metal_density.png
The bar under the picture is 50 µm long. The die is cut into 29 by 30 equal tiles; dark blue is low, red is high, scaled to the fullest tile. Values are wire area over tile area, all layers added.
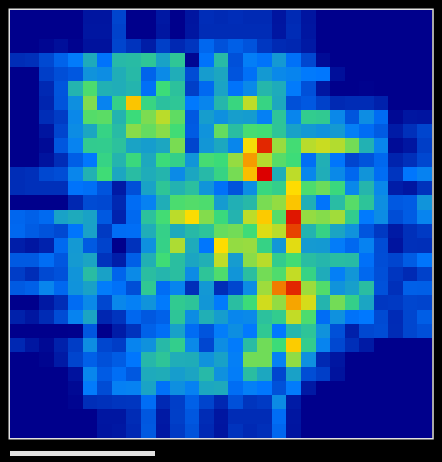
clk_routes.png
The bar under the picture is 50 µm long.
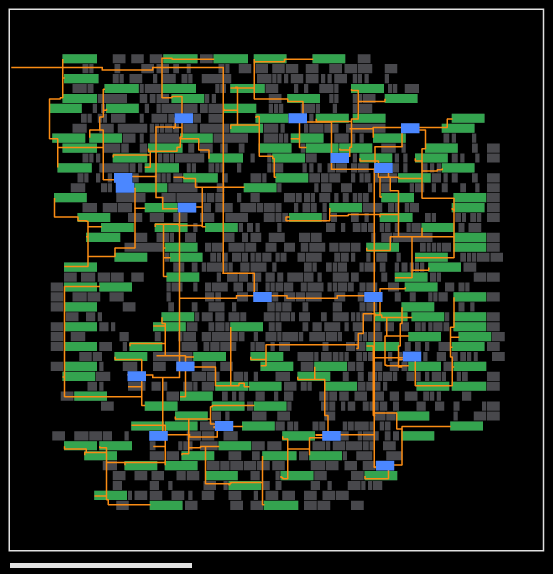
congestion.png
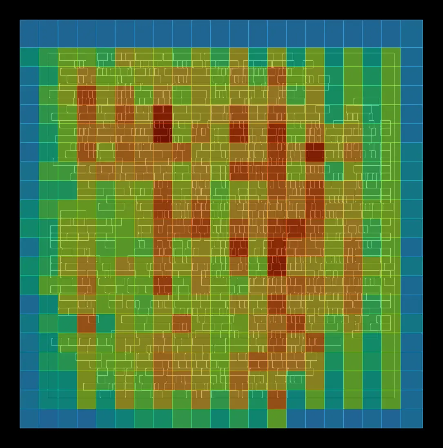
logic_types.png
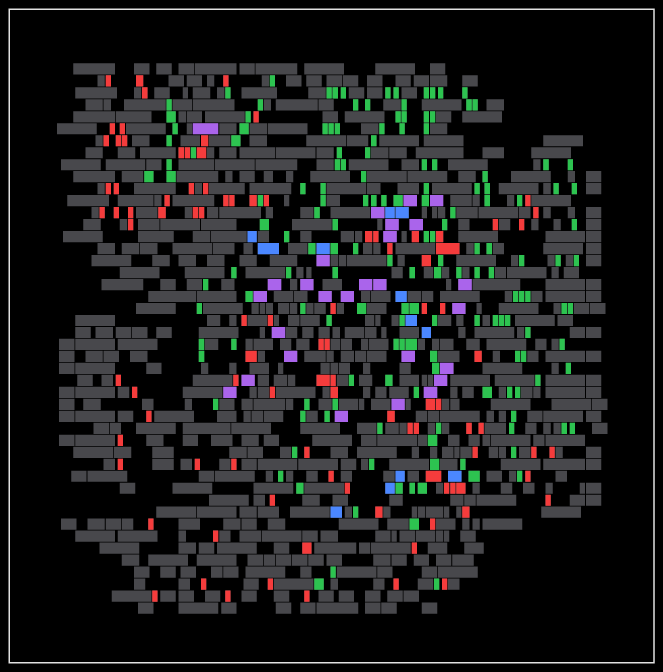
[src/rtl/fetch_predict.sv]
// Fetch stage with 2-bit BHT branch prediction and the IF/ID register feeding decode.
// A one-entry holding buffer catches a word that returns while decode is stalled.
module fetch_predict #(
  parameter int          IDX_BITS = 4,
  parameter logic [15:0] RESET_PC = 16'h0000
) (
  input  logic        clk,
  input  logic        rst,
  input  logic        stall,
  input  logic        misprediction,
  input  logic [15:0] redirect_pc,
  input  logic        resolve_valid,
  input  logic [15:0] resolve_pc,
  input  logic        resolve_taken,
  output logic        imem_rd,
  output logic [15:0] imem_addr,
  input  logic [15:0] imem_data,
  input  logic        imem_done,
  input  logic        imem_err,
  output logic [15:0] instr,
  output logic [15:0] PC,
  output logic        expectedTaken,
  output logic        NOP_mech,
  output logic        IDF_err,
  output logic        valid
);

  localparam int          BHT_ENTRIES = 2 ** IDX_BITS;
  localparam logic [1:0]  S_RUN    = 2'd0;
  localparam logic [1:0]  S_WAIT   = 2'd1;
  localparam logic [1:0]  S_SQUASH = 2'd2;
  localparam logic [1:0]  S_HALT   = 2'd3;
  localparam logic [15:0] BUBBLE   = 16'h0800;

  logic [1:0]  state, state_n;
  logic [15:0] pc, pc_n, req_addr;
  logic [1:0]  bht [BHT_ENTRIES];

  logic        hb_valid, hb_taken, hb_err;
  logic [15:0] hb_instr, hb_pc;

  logic        is_branch, is_halt, pred_taken;
  logic [15:0] pc_plus2, target, next_pc;
  logic        ld_fetch, ld_hb, ld_bub, cap_hb, clr_hb;

  logic unused_resolve;
  assign unused_resolve = ^{resolve_pc[15:IDX_BITS+1], resolve_pc[0]};

  assign valid      = ~NOP_mech;
  assign is_branch  = (imem_data[15:13] == 3'b011);
  assign is_halt    = (imem_data[15:11] == 5'b00000);
  assign pred_taken = is_branch & bht[pc[IDX_BITS:1]][1];
  assign pc_plus2   = pc + 16'd2;
  assign target     = pc_plus2 + {{8{imem_data[7]}}, imem_data[7:0]};
  assign next_pc    = pred_taken ? target : pc_plus2;

  always_comb begin
    imem_rd   = 1'b0;
    imem_addr = pc;
    if (!rst) begin
      case (state)
        S_RUN:            imem_rd = ~stall & ~hb_valid;
        S_WAIT, S_SQUASH: begin
          imem_rd   = 1'b1;
          imem_addr = req_addr;
        end
        default:          imem_rd = 1'b0;
      endcase
    end
  end

  always_comb begin
    state_n  = state;
    pc_n     = pc;
    ld_fetch = 1'b0;
    ld_hb    = 1'b0;
    ld_bub   = 1'b0;
    cap_hb   = 1'b0;
    clr_hb   = 1'b0;
    if (misprediction) begin
      pc_n    = redirect_pc;
      ld_bub  = 1'b1;
      clr_hb  = 1'b1;
      state_n = (imem_rd && !imem_done) ? S_SQUASH : S_RUN;
    end else begin
      case (state)
        S_RUN: begin
          if (hb_valid) begin
            if (!stall) begin
              ld_hb  = 1'b1;
              clr_hb = 1'b1;
              if (hb_instr[15:11] == 5'b00000) state_n = S_HALT;
            end
          end else if (!stall) begin
            if (imem_done) begin
              ld_fetch = 1'b1;
              if (is_halt) state_n = S_HALT;
              else         pc_n    = next_pc;
            end else begin
              ld_bub  = 1'b1;
              state_n = S_WAIT;
            end
          end
        end
        S_WAIT: begin
          if (imem_done) begin
            state_n = S_RUN;
            if (stall) begin
              // decode still owns IF/ID: park the word and move on
              cap_hb = 1'b1;
              pc_n   = next_pc;
            end else begin
              ld_fetch = 1'b1;
              if (is_halt) state_n = S_HALT;
              else         pc_n    = next_pc;
            end
          end else if (!stall) begin
            ld_bub = 1'b1;
          end
        end
        S_SQUASH: if (imem_done) state_n = S_RUN;
        default:  if (!stall) ld_bub = 1'b1;
      endcase
    end
  end

  always_ff @(posedge clk or posedge rst) begin
    if (rst) begin
      state         <= S_RUN;
      pc            <= RESET_PC;
      req_addr      <= RESET_PC;
      instr         <= BUBBLE;
      PC            <= 16'h0000;
      expectedTaken <= 1'b0;
      NOP_mech      <= 1'b1;
      IDF_err       <= 1'b0;
      hb_valid      <= 1'b0;
      hb_instr      <= BUBBLE;
      hb_pc         <= 16'h0000;
      hb_taken      <= 1'b0;
      hb_err        <= 1'b0;
    end else begin
      state <= state_n;
      pc    <= pc_n;
      if (state == S_RUN && imem_rd) req_addr <= pc;
      if (ld_bub) begin
        instr         <= BUBBLE;
        PC            <= 16'h0000;
        expectedTaken <= 1'b0;
        NOP_mech      <= 1'b1;
        IDF_err       <= 1'b0;
      end else if (ld_fetch) begin
        instr         <= imem_data;
        PC            <= pc_plus2;
        expectedTaken <= pred_taken;
        NOP_mech      <= 1'b0;
        IDF_err       <= imem_err;
      end else if (ld_hb) begin
        instr         <= hb_instr;
        PC            <= hb_pc;
        expectedTaken <= hb_taken;
        NOP_mech      <= 1'b0;
        IDF_err       <= hb_err;
      end
      if (clr_hb) begin
        hb_valid <= 1'b0;
      end else if (cap_hb) begin
        hb_valid <= 1'b1;
        hb_instr <= imem_data;
        hb_pc    <= pc_plus2;
        hb_taken <= pred_taken;
        hb_err   <= imem_err;
      end
    end
  end

  // Training ignores stall; a same-cycle lookup above reads the pre-update value.
  always_ff @(posedge clk or posedge rst) begin
    if (rst) begin
      for (int i = 0; i < BHT_ENTRIES; i++) bht[i] <= 2'b01;
    end else if (resolve_valid) begin
      if (resolve_taken) begin
        if (bht[resolve_pc[IDX_BITS:1]] != 2'b11)
          bht[resolve_pc[IDX_BITS:1]] <= bht[resolve_pc[IDX_BITS:1]] + 2'b01;
      end else begin
        if (bht[resolve_pc[IDX_BITS:1]] != 2'b00)
          bht[resolve_pc[IDX_BITS:1]] <= bht[resolve_pc[IDX_BITS:1]] - 2'b01;
      end
    end
  end

endmodule

[config.mk]
export PLATFORM = sky130hd
export DESIGN_NAME = fetch_predict
export DESIGN_NICKNAME = d
export VERILOG_FILES = /design/src/rtl/fetch_predict.sv
export SDC_FILE = /design/constraint.sdc
export NUM_CORES = 1
export LEC_CHECK = 0
export CAP_MARGIN = 0
export CORE_AREA = 10 10 136 138
export CTS_BUF_LIST = sky130_fd_sc_hd__clkbuf_2 sky130_fd_sc_hd__clkbuf_4 sky130_fd_sc_hd__clkbuf_8
export DETAILED_ROUTE_END_ITERATION = 10
export DIE_AREA = 0 0 146 148
export PLACE_DENSITY = 0.73
export SLEW_MARGIN = 20
export SYNTH_ARGS = -nofsm -noshare
export SYNTH_HDL_FRONTEND = slang
export SYNTH_SLANG_ARGS = --single-unit
[constraint.sdc]
create_clock -name clk -period 12.5 [get_ports clk]
set_clock_uncertainty 0.1 [all_clocks]
set_input_delay 2.5 -clock clk [delete_from_list [all_inputs] [get_ports clk]]
set_output_delay 2.5 -clock clk [all_outputs]
set_load 0.02 [all_outputs]
==> results.py <==
# Metrics from the implementation run
metrics = {
    "sta": {
        "finalClockPeriodUsage_pct": 60.8,
        "finalHoldViolCount": 0,
        "fin_crit_ns": 7.60,
    },
    "synthesis": {
        "yosys_area_mm2": 0.00778,
        "synth_top_area_share_pct": 37.7,
        "common_cells": "nand2_1, dfrtp_1, nor2_1",
        "async_reset_ff_share_pct": 100,
        "ys_seq_share_pct": 44.1,
        "ys_sh_aoi_pct": 16.1,
        "most_common_cell": "nand2_1",
        "ys_cells": 816,
        "yosysUniqueCellTypes": 57,
    },
    "setup_path": {
        "cp_common_cell": "nand2_1",
        "critPathLaunch": "rst",
        "reg2reg_from": "pc[1]",
        "worst_setup_path_start_kind": "primary input",
        "critPathArrivalTime_ns": 5.00,
        "worst-setup-path-type": "primary input to primary output",
        "crit_chain": "clkdlybuf4s50_1 > inv_4 > nand2_1 > nand2_1 > nand2_1 > clkdlybuf4s50_1",
        "crit_path_end_kind": "primary output",
    },
    "detailed_routing": {
        "firstDrtPassIters": 6,
        "vias_per_cell": 5.58,
        "drc": 0,
        "drtIter0Drc": 507,
    },
    "clocking": {
        "cts-htree-levels": 4,
        "worstSkewPairLatency_ns": 0.46,
        "clock-sinks": 136,
    },
    "placement": {
        "dp_hpwl_mm": 13.9,
    },
    "cells_and_area": {
        "fill_cells": 1379,
        "drive_above_1_share_pct": 14.4,
    },
    "die": {
        "core_mm2": 0.0157,
    },
    "status": {
        "outcome": "completed",
    },
}
-- metal_density.png (at the start) --
nearly empty tiles = 20%
tiles over half the peak = 11%
mean over tiles = 0.14
via count: 6255
routed wire length: 19.5 mm
Avg WL per Cell: 17.4 µm

-- clk_routes.png (at the start) --
green -> flip-flops  # count 136
blue -> clock drivers  # count 17
orange -> clock wires  # length 1890 µm
flops lie = spread over the die

-- congestion.png (at the start) --
grt peak-use layer: met2
GRT Overall Usage: 18.1%

-- logic_types.png (at the start) --
red -> nor cells  # cells 96
green -> nand cells  # cells 160
blue -> and/or cells  # cells 12
purple -> xor and xnor cells  # cells 27, where centre
Top cell excl fill/tap: nand2_1
logic share of the area: 43.5%
post-route insts no fill: 1121

## worst min-delay path: cells and delay by family (launching register included)
family	cells	cell delay, ns
compound gates	1	0.06
flops	1	0.37
simple gates	1	0.04
## power groups by stage
stage	sequential, mW	combinational, mW	clock (mW)
floorplan	0.691	0.535	0
global placement	0.708	0.734	0
detailed placement	0.714	0.745	0
CTS	0.706	0.748	0.427
global route	0.727	0.828	0.445
finish	0.706	0.746	0.418
## through the flow
stage / hold slack, ns / setup WS, ns / power [mW] / cell area (µm²) / instances
after floorplan: 0.345 / 3.66 / 1.23 / 7780 / 816
after global placement: 0.357 / 4.85 / 1.44 / 8880 / 1089
after detailed placement: 0.366 / 4.85 / 1.46 / 8880 / 1089
after CTS: 0.383 / 4.84 / 1.88 / 9340 / 1121
after global routing: 0.399 / 4.67 / 2.00 / 9350 / 1121
final: 0.380 / 4.90 / 1.87 / 9350 / 1121
## logic make-up (layout without fill, tap and decap cells)
group                    Yosys count  in the layout
AND-OR/OR-AND                    198            198
XOR/XNOR                          27             27
adder cells (fa/ha/maj)           26             26
buffers and inverters             75            164
flip-flops                       136            136
multiplexers                      86             86
AND/OR/NAND/NOR                  268            268
## final timing paths
check | slack, ns | end
max | 4.90 | imem_addr[6]
max in group asynchronous | 8.31 | bht[3]
max reg2reg | 8.56 | pc[14]
min in group asynchronous | 2.54 | hb_pc[14]
min reg2reg | 0.38 | flip-flop
min | 0.38 | flip-flop
## layout by cell type, fill, tap and decap left out, types with 27 or more instances in the layout
master and instances:
nor2_1 75, mux2i_1 27, nand2_1 132, inv_1 27, a21oi_1 53, dfrtp_1 117, mux2_2 48, a211oi_1 27
clkdlybuf4s50_1 96, o21ai_0 52
## area by class of cell
class                      count  area [µm²]  share of cell area [%]
sequential                   136        3430                    36.7
tap                          216         270                    2.89
multi-input combinational    605        4070                    43.5
inverter                      28         108                    1.15
clock inverter                11         168                    1.79
timing repair buffer         104        1020                    10.9
clock buffer                  21         289                    3.09
## routing by layer
layer | vias up | track usage (%) | share of wire (%)
met5 | - | 0 | 0
met4 | 0 | 6.46 | 1.8
met3 | 24 | 4.33 | 5.5
met2 | 168 | 29.4 | 47
met1 | 3022 | 23.0 | 45
li1 | 3041 | - | -
Power and IR drop assume default switching activity.
